===== src/rtl/vga_score_display.sv =====
// Multi-digit seven-segment score renderer: saturating BCD score, two-stage pixel
// pipeline with leading-zero blanking and a frame-paced blink once the score saturates.
module vga_score_display #(
  parameter int         NDIGITS      = 3,
  parameter int         XOFFSET      = 560,
  parameter int         YOFFSET      = 8,
  parameter int         SCALE        = 1,
  parameter int         LZ_BLANK     = 1,
  parameter logic [2:0] COLOR        = 3'b111,
  parameter int         BLINK_FRAMES = 16
) (
  input  logic                   clk,
  input  logic                   reset_n,
  input  logic                   inc,
  input  logic                   clr,
  input  logic                   frame_start,
  input  logic [9:0]             col,
  input  logic [9:0]             row,
  output logic [2:0]             rgb_out,
  output logic [4*NDIGITS-1:0]   score_bcd,
  output logic                   overflow
);
  localparam int CW = $clog2(BLINK_FRAMES + 1);

  logic [4*NDIGITS-1:0] score_q, score_d;
  logic                 ovf_q, ovf_d;
  logic [CW-1:0]        bcnt_q, bcnt_d;
  logic                 phase_q, phase_d;
  logic                 all_nine, carry;

  always_comb begin
    score_d  = score_q;
    ovf_d    = ovf_q;
    all_nine = 1'b1;
    carry    = 1'b1;
    for (int i = 0; i < NDIGITS; i++)
      if (score_q[4*i +: 4] != 4'd9) all_nine = 1'b0;
    if (clr) begin
      score_d = '0;
      ovf_d   = 1'b0;
    end else if (inc) begin
      if (all_nine) begin
        ovf_d = 1'b1;
      end else begin
        for (int i = 0; i < NDIGITS; i++) begin
          if (carry) begin
            if (score_q[4*i +: 4] == 4'd9) begin
              score_d[4*i +: 4] = 4'd0;
            end else begin
              score_d[4*i +: 4] = score_q[4*i +: 4] + 4'd1;
              carry = 1'b0;
            end
          end
        end
      end
    end
  end

  always_comb begin
    bcnt_d  = bcnt_q;
    phase_d = phase_q;
    if (clr) begin
      bcnt_d  = '0;
      phase_d = 1'b1;
    end else if (ovf_q && frame_start) begin
      if (bcnt_q == CW'(BLINK_FRAMES - 1)) begin
        bcnt_d  = '0;
        phase_d = ~phase_q;
      end else begin
        bcnt_d = bcnt_q + 1'b1;
      end
    end
  end

  // Stage 1: locate the pixel in unit space and fetch the digit under it.
  logic [10:0] dx, dy, ux, uy;
  logic        in_d, in_q, blank_d, blank_q, lz;
  logic [3:0]  lx_d, lx_q, ly_d, ly_q, code_d, code_q, dg;

  always_comb begin
    dx      = {1'b0, col} - 11'(XOFFSET);
    dy      = {1'b0, row} - 11'(YOFFSET);
    ux      = dx >> SCALE;
    uy      = dy >> SCALE;
    in_d    = !dx[10] && !dy[10] && (ux < 11'(10*NDIGITS)) && (uy < 11'd13);
    ly_d    = 4'(uy);
    lx_d    = 4'd0;
    code_d  = 4'd0;
    blank_d = 1'b0;
    lz      = 1'b1;
    dg      = 4'd0;
    for (int k = 0; k < NDIGITS; k++) begin
      dg = score_q[4*(NDIGITS-1-k) +: 4];
      lz = lz && (dg == 4'd0);
      if (ux >= 11'(10*k) && ux < 11'(10*k + 10)) begin
        lx_d    = 4'(ux - 11'(10*k));
        code_d  = dg;
        blank_d = (LZ_BLANK != 0) && lz && (k < NDIGITS - 1);
      end
    end
  end

  // Stage 2: segment decode and hit test, order {A,B,C,D,E,F,G}.
  logic [6:0] seg;
  logic       mid, up, lo, lit, en;
  logic [2:0] rgb_d;

  always_comb begin
    case (code_q)
      4'd0:    seg = 7'b1111110;
      4'd1:    seg = 7'b0110000;
      4'd2:    seg = 7'b1101101;
      4'd3:    seg = 7'b1111001;
      4'd4:    seg = 7'b0110011;
      4'd5:    seg = 7'b1011011;
      4'd6:    seg = 7'b1011111;
      4'd7:    seg = 7'b1110000;
      4'd8:    seg = 7'b1111111;
      4'd9:    seg = 7'b1111011;
      default: seg = 7'b0000000;
    endcase
    mid = (lx_q >= 4'd1) && (lx_q <= 4'd6);
    up  = (ly_q >= 4'd1) && (ly_q <= 4'd5);
    lo  = (ly_q >= 4'd7) && (ly_q <= 4'd11);
    lit = (seg[6] && mid && ly_q == 4'd0)  ||
          (seg[5] && lx_q == 4'd7 && up)   ||
          (seg[4] && lx_q == 4'd7 && lo)   ||
          (seg[3] && mid && ly_q == 4'd12) ||
          (seg[2] && lx_q == 4'd0 && lo)   ||
          (seg[1] && lx_q == 4'd0 && up)   ||
          (seg[0] && mid && ly_q == 4'd6);
    en    = !ovf_q || phase_q;
    rgb_d = (in_q && !blank_q && lit && en) ? COLOR : 3'b000;
  end

  always_ff @(posedge clk or negedge reset_n) begin
    if (!reset_n) begin
      score_q <= '0;
      ovf_q   <= 1'b0;
      bcnt_q  <= '0;
      phase_q <= 1'b1;
      in_q    <= 1'b0;
      blank_q <= 1'b0;
      lx_q    <= 4'd0;
      ly_q    <= 4'd0;
      code_q  <= 4'd0;
      rgb_out <= 3'b000;
    end else begin
      score_q <= score_d;
      ovf_q   <= ovf_d;
      bcnt_q  <= bcnt_d;
      phase_q <= phase_d;
      in_q    <= in_d;
      blank_q <= blank_d;
      lx_q    <= lx_d;
      ly_q    <= ly_d;
      code_q  <= code_d;
      rgb_out <= rgb_d;
    end
  end

  assign score_bcd = score_q;
  assign overflow  = ovf_q;

endmodule


===== config.mk =====
export PLATFORM = sky130hd
export DESIGN_NAME = vga_score_display
export DESIGN_NICKNAME = d
export VERILOG_FILES = /design/src/rtl/vga_score_display.sv
export SDC_FILE = /design/constraint.sdc
export NUM_CORES = 1
export LEC_CHECK = 0
export ABC_AREA = 0
export CAP_MARGIN = 5
export CORE_UTILIZATION = 59
export CTS_BUF_LIST = sky130_fd_sc_hd__clkbuf_4
export DETAILED_ROUTE_END_ITERATION = 12
export GPL_ROUTABILITY_DRIVEN = 0
export PLACE_DENSITY_LB_ADDON = 0.25
export SYNTH_ARGS = -nofsm -noshare
export SYNTH_HDL_FRONTEND = slang
export SYNTH_SLANG_ARGS = --single-unit

===== constraint.sdc =====
create_clock -name clk -period 2.9 [get_ports clk]
set_input_delay 0.29 -clock clk [delete_from_list [all_inputs] [get_ports clk]]
set_output_delay 0.29 -clock clk [all_outputs]
set_load 0.02 [all_outputs]

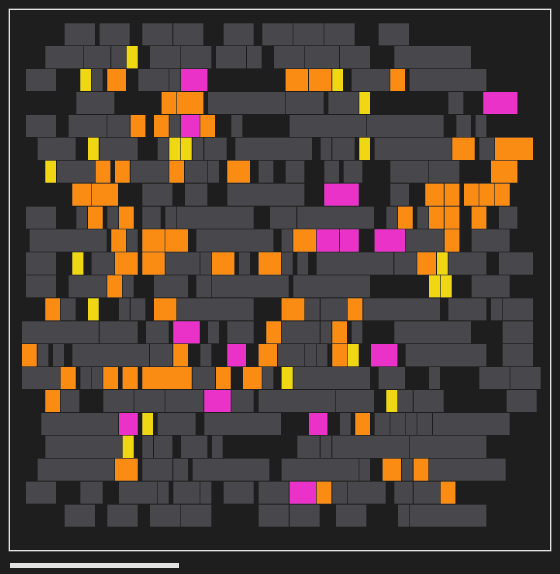
Run 1: gate families picked out
Scale bar: 20 um.
| colour | family | cells | most used |
|---|---|---|---|
| orange | aoi and oai cells | 63 | o21ai_0 |
| yellow | inv cells | 19 | inv_1 |
| magenta | and/or cells | 14 | and3b_1 |

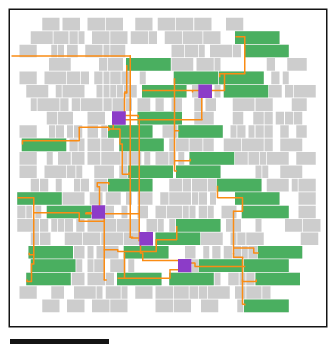
Run 1: clock network drawn from the DEF
Scale bar: 20 um.
[purple] clock-net drivers | count: 5
[green] flip-flops | count: 34
[orange] clock wires | length: 412 um
flops lie: all over the die
routed clock nets: 6

==> summary.txt, run 1 <==
Implementation progress

The flow ran to the end, and the final reports show no timing, DRC or antenna violations. The total iterations of the first detailed-routing run stands at 4. The synthesized area stands at between 2000 and 2500 um2. The number of ports placed on the die boundary stands at around 41.

The combinational share of power stands at 0.242. The count of nets after finishing stands at 341. In this run the clock root is driven by a clkbuf_4. On the critical path the largest part of the delay comes from simple AND/OR/NAND/NOR gates. The xor and xnor fraction of the mapped netlist area stands at 0.0270. The average wire per cell in the routed design stands at 13.3 um. Setup repair after global routing left no endpoint under its margin. The report lists the number of cells resized after CTS as 0. The worst setup slack before clock tree synthesis stands at 394 ps. In the final layout, the multi-input gates occupy 1310 um2. The transition time recorded at the tightest slew-check pin is between 500 and 600 ps. In the final timing run, aggregate negative setup slack is 0 ps. The number of global-route vias before repair stands at 1,718. The count of non-CTS buffers in the layout stands at around 40. The share of the final layout cell area in multi-input gates stands at 0.478. The leakage power stands at approximately 1.2 nW. The power dissipated in sequential cells stands at 533 uW. The count of library flops with an enable pin stands at 0. The first global-routing pass estimated 7.81 mm of wire.

The count of synthesis-stage warnings from yosys stands at 0. Per the layout area report, the sequential fraction of cell area is 0.311. The initialized floorplan defines 22 standard-cell rows.

The power per cell area stands at 377 nW/um2. The placed cell area stands at between 2000 and 3000 um2. The total power stands at between 1 and 1.5 mW.

The final instance area stands at 2740 um2. In the final report, the number of endpoints failing setup comes to 0. STA shows the worst reg2reg path with a cell count of 5. Counting tap cells, the placed design contains a total of 333 instances.

Among logic cells in the layout, the one with the most instances is clkdlybuf4s50_1. Across the routed clock network, the largest skew measured is 10.5 ps. The post-route utilization of the core is recorded as 0.744. The startpoint identified for the worst register-to-register timing path is lx_q[2]. The worst path arrival time stands at between 2000 and 2500 ps. The share of async-settable or async-resettable flops after synthesis stands at 1.00. The maximum fanout along the worst path stands at 14. The total via count in the routed design stands at 1,933. Detailed-route iteration 0 reported a violation count of 128. The final instance count without filler cells stands at 341. Measured on the final layout, the clock distribution area share stands at 0.0196. There are 34 flip-flops and latches. Grouping non-sequential cells by family puts the most area in simple AND/OR/NAND/NOR gates. The internal power component stands at 703 uW. After detailed routing, the total wire length is 4.53 mm. The most common logic cells in the final layout are 38 x clkdlybuf4s50_1, 33 x dfrtp_1, 24 x ha_1, 22 x nand2_1, 22 x nor2_1.

TritonCTS created 5 clock buffers. The worst-case max-slew headroom was logged as 0.638. The reported combinational group power stands at 250 uW.

The detailed router put a total of 2.16 mm of wire on met1. The minimum setup slack among reg-to-reg paths stands at 940 ps. The number of distinct standard cells referenced by the synthesized netlist stands at ~52. Looking at the gate-level netlist, the highest instance count belongs to dfrtp_1. The fraction of the mapped netlist area in simple logic gates stands at 0.201. The count of nets left with antenna violations once routing finished came out at 0. The share of the synthesized area in the top cell type stands at 0.363. The largest net degree at the start of global routing stands at 35.

In the final design, more cell area goes to logic gates than to any other class. The power share of the sequential group stands at 0.515. In this run the most used layer during global routing was met2.

Listed in order, past its start point the critical path passes clkdlybuf4s50_1 > ha_1 > or3_1 > nand2_1 > nand3_1 > a211oi_1. Ranked by power, first place goes to sequential cells.
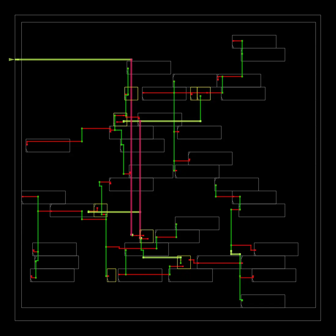
Run 1: clock routing
clock group total power: 252 uW
number of clock buffer instances in the layout: 5

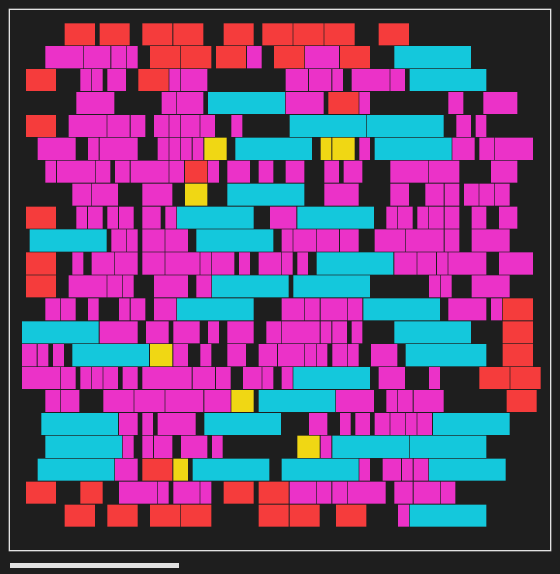
Run 1: cells coloured by class
Scale bar: 20 um.
| colour | class | cells | share of their area |
|---|---|---|---|
| yellow | clock drivers and dummy loads | 8 | 2.0% |
| red | remaining buffers and delay cells | 40 | 15% |
| magenta | remaining logic cells | 211 | 52% |
| cyan | registers | 34 | 32% |

run 1: how the worst min path moves through the flow:
| stage | from | cells after the start | end | slack, ps |
|---|---|---|---|---|
| CTS | reset_n | 2 | score_bcd[8] | 360 |
| global route | reset_n | 2 | score_bcd[10] | 380 |
| detailed placement | blank_q | 2 | rgb_out[1] | 520 |
| global placement | blank_q | 2 | rgb_out[1] | 510 |
| finish | reset_n | 2 | score_bcd[8] | 330 |
| floorplan | reset_n | 0 | bcnt_q[0] | -6 |
run 1: registers in the layout, indices dropped and copies added (netlist names):
| register | cells |
|---|---|
| ly_q | 4 |
| in_q | 1 |
| blank_q | 1 |
| lx_q | 4 |
| bcnt_q | 5 |
| rgb_out | 1 |
| score_bcd | 12 |
| overflow | 1 |
| phase_q | 1 |
| code_q | 4 |
Run 1, PDN straps and rails:
Pins as bars on the die edge. Tap cells in grey.
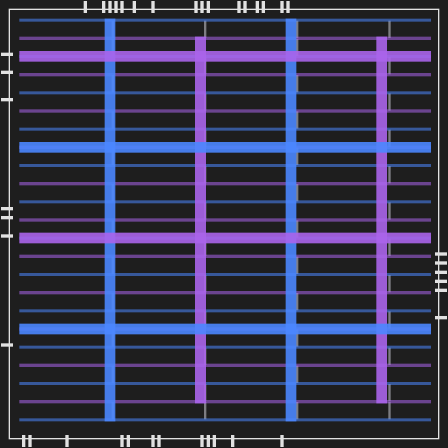

==> run 2, diff against run 1 <==
--- a/config.mk
+++ b/config.mk
@@ -7,7 +7,7 @@
 export LEC_CHECK = 0
 export ABC_AREA = 0
 export CAP_MARGIN = 5
-export CORE_UTILIZATION = 59
+export CORE_UTILIZATION = 49
 export CTS_BUF_LIST = sky130_fd_sc_hd__clkbuf_4
 export DETAILED_ROUTE_END_ITERATION = 12
 export GPL_ROUTABILITY_DRIVEN = 0
==> constraint.sdc (replaced) <==
create_clock -name clk -period 1.85 [get_ports clk]
set_input_delay 0.185 -clock clk [delete_from_list [all_inputs] [get_ports clk]]
set_output_delay 0.185 -clock clk [all_outputs]
set_load 0.02 [all_outputs]
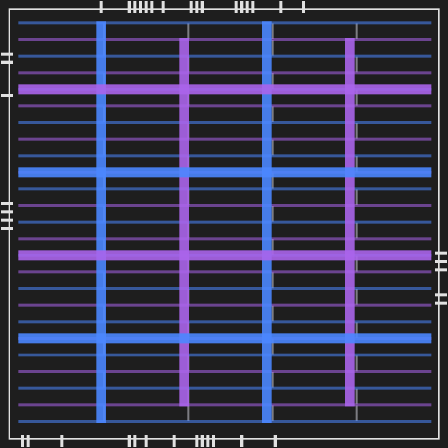
Run 2: PDN straps and rails
Pins as bars on the die edge. Tap cells in grey.
| colour | net |
|---|---|
| purple | VDD |
| blue | VSS |
rows: 24
signal pins: 41
die x size: 70.1 um
maximum vdd drop: 0.000412 V
DIE HEIGHT: 70.1 um

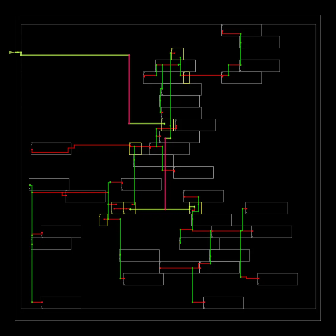
Run 2: clock routing
clock sink count: 34
Worst-Skew Late Latency: 320 ps
total number of sequential cells: 34

==> summary.txt, run 2 <==
Implementation progress

The flow ran to the end, and the final reports show no timing, DRC or antenna violations. The global-route wire length before repair stands at 8.13 mm. The post-synth count of flops with an enable pin is 0.

Per the synthesis report, the simple-gate share of the synthesized area is 0.201. The report lists the number of standard-cell rows as 24. The cell-mix breakdown from Yosys lists the XOR/XNOR area share as 0.0270. In the synthesized netlist, the dominant kind of combinational cell is simple AND/OR/NAND/NOR gates. The register with the most flip-flops in the layout has 12 of them.

The total power stands at roughly 1.7 mW. Leaving out fill and tap cells, the most frequent cell in the layout is clkdlybuf4s50_1. The total via count in the routed design stands at 1,990. Before antenna repair, the detailed router went through 4 iterations.

The share of async-settable or async-resettable flops after synthesis stands at 1.00. Setup repair after global routing could not meet its margin everywhere. Per the post-route antenna check, the number of violating nets is 0. Per STA, the worst path accumulates the most delay in the family simple AND/OR/NAND/NOR gates. The leakage power stands at around 1.4 nW. After detailed routing, the wire length on met1 is roughly 2.3 mm. The detailed placer reported the number of placed instances as 362. The worst path arrival time stands at 2090 ps.

Yosys instantiated no cell more often than dfrtp_1. The synthesized area stands at 2270 um2. The power per cell area stands at 563 nW/um2. Internal power comes to 1.15 mW.

The count of nets after finishing stands at 366. The final core utilization stands at 0.681. In this run the most used layer during global routing was met2.

The average wire per cell in the routed design stands at ~13 um. Measured against its own limit, the worst slew margin works out to 0.685. The final instance area stands at 3010 um2. The worst setup slack before clock tree synthesis stands at -227 ps.

Detailed-route iteration 0 reported a violation count of 64. The most common logic cells in the final layout are 37 x clkdlybuf4s50_1, 33 x dfrtp_1, 27 x buf_4, 24 x ha_1. The share of total power dissipated in sequential elements is 0.483. The power report attributes to the combinational group a share of 0.286. The total detailed-routing wirelength stands at between 4 and 5 mm.

The number of cells on the worst reg-to-reg path stands at 5.
==> run 2: cell counts after synthesis <==
Identical to the previous run, type by type.
==> run 2: timing repair <==
action                                  4_1_cts  5_1_grt
resized                                       1       10
endpoints found under the hold margin         0        0
setup buffers                                 0        0
pin swaps                                     0        3
endpoints found under the setup margin        1        4
==> run 2: cells by family after synthesis <==
logic type,Yosys count
compound gates,66
buf+inv,27
xor+xnor,7
simple gates,88
mux,7
fa+ha+maj,24
flops,34
==> run 2: area by class of cell <==
cell class,instances,share of cell area
inverters,19,0.0237
clock inverters,3,0.00541
flip-flops and latches,34,0.283
multi-input cells,192,0.459
repair buffers,65,0.195
clock buffers,5,0.0125
well taps,52,0.0216
Power figures rest on the tool's default switching activity, not on a simulated workload.
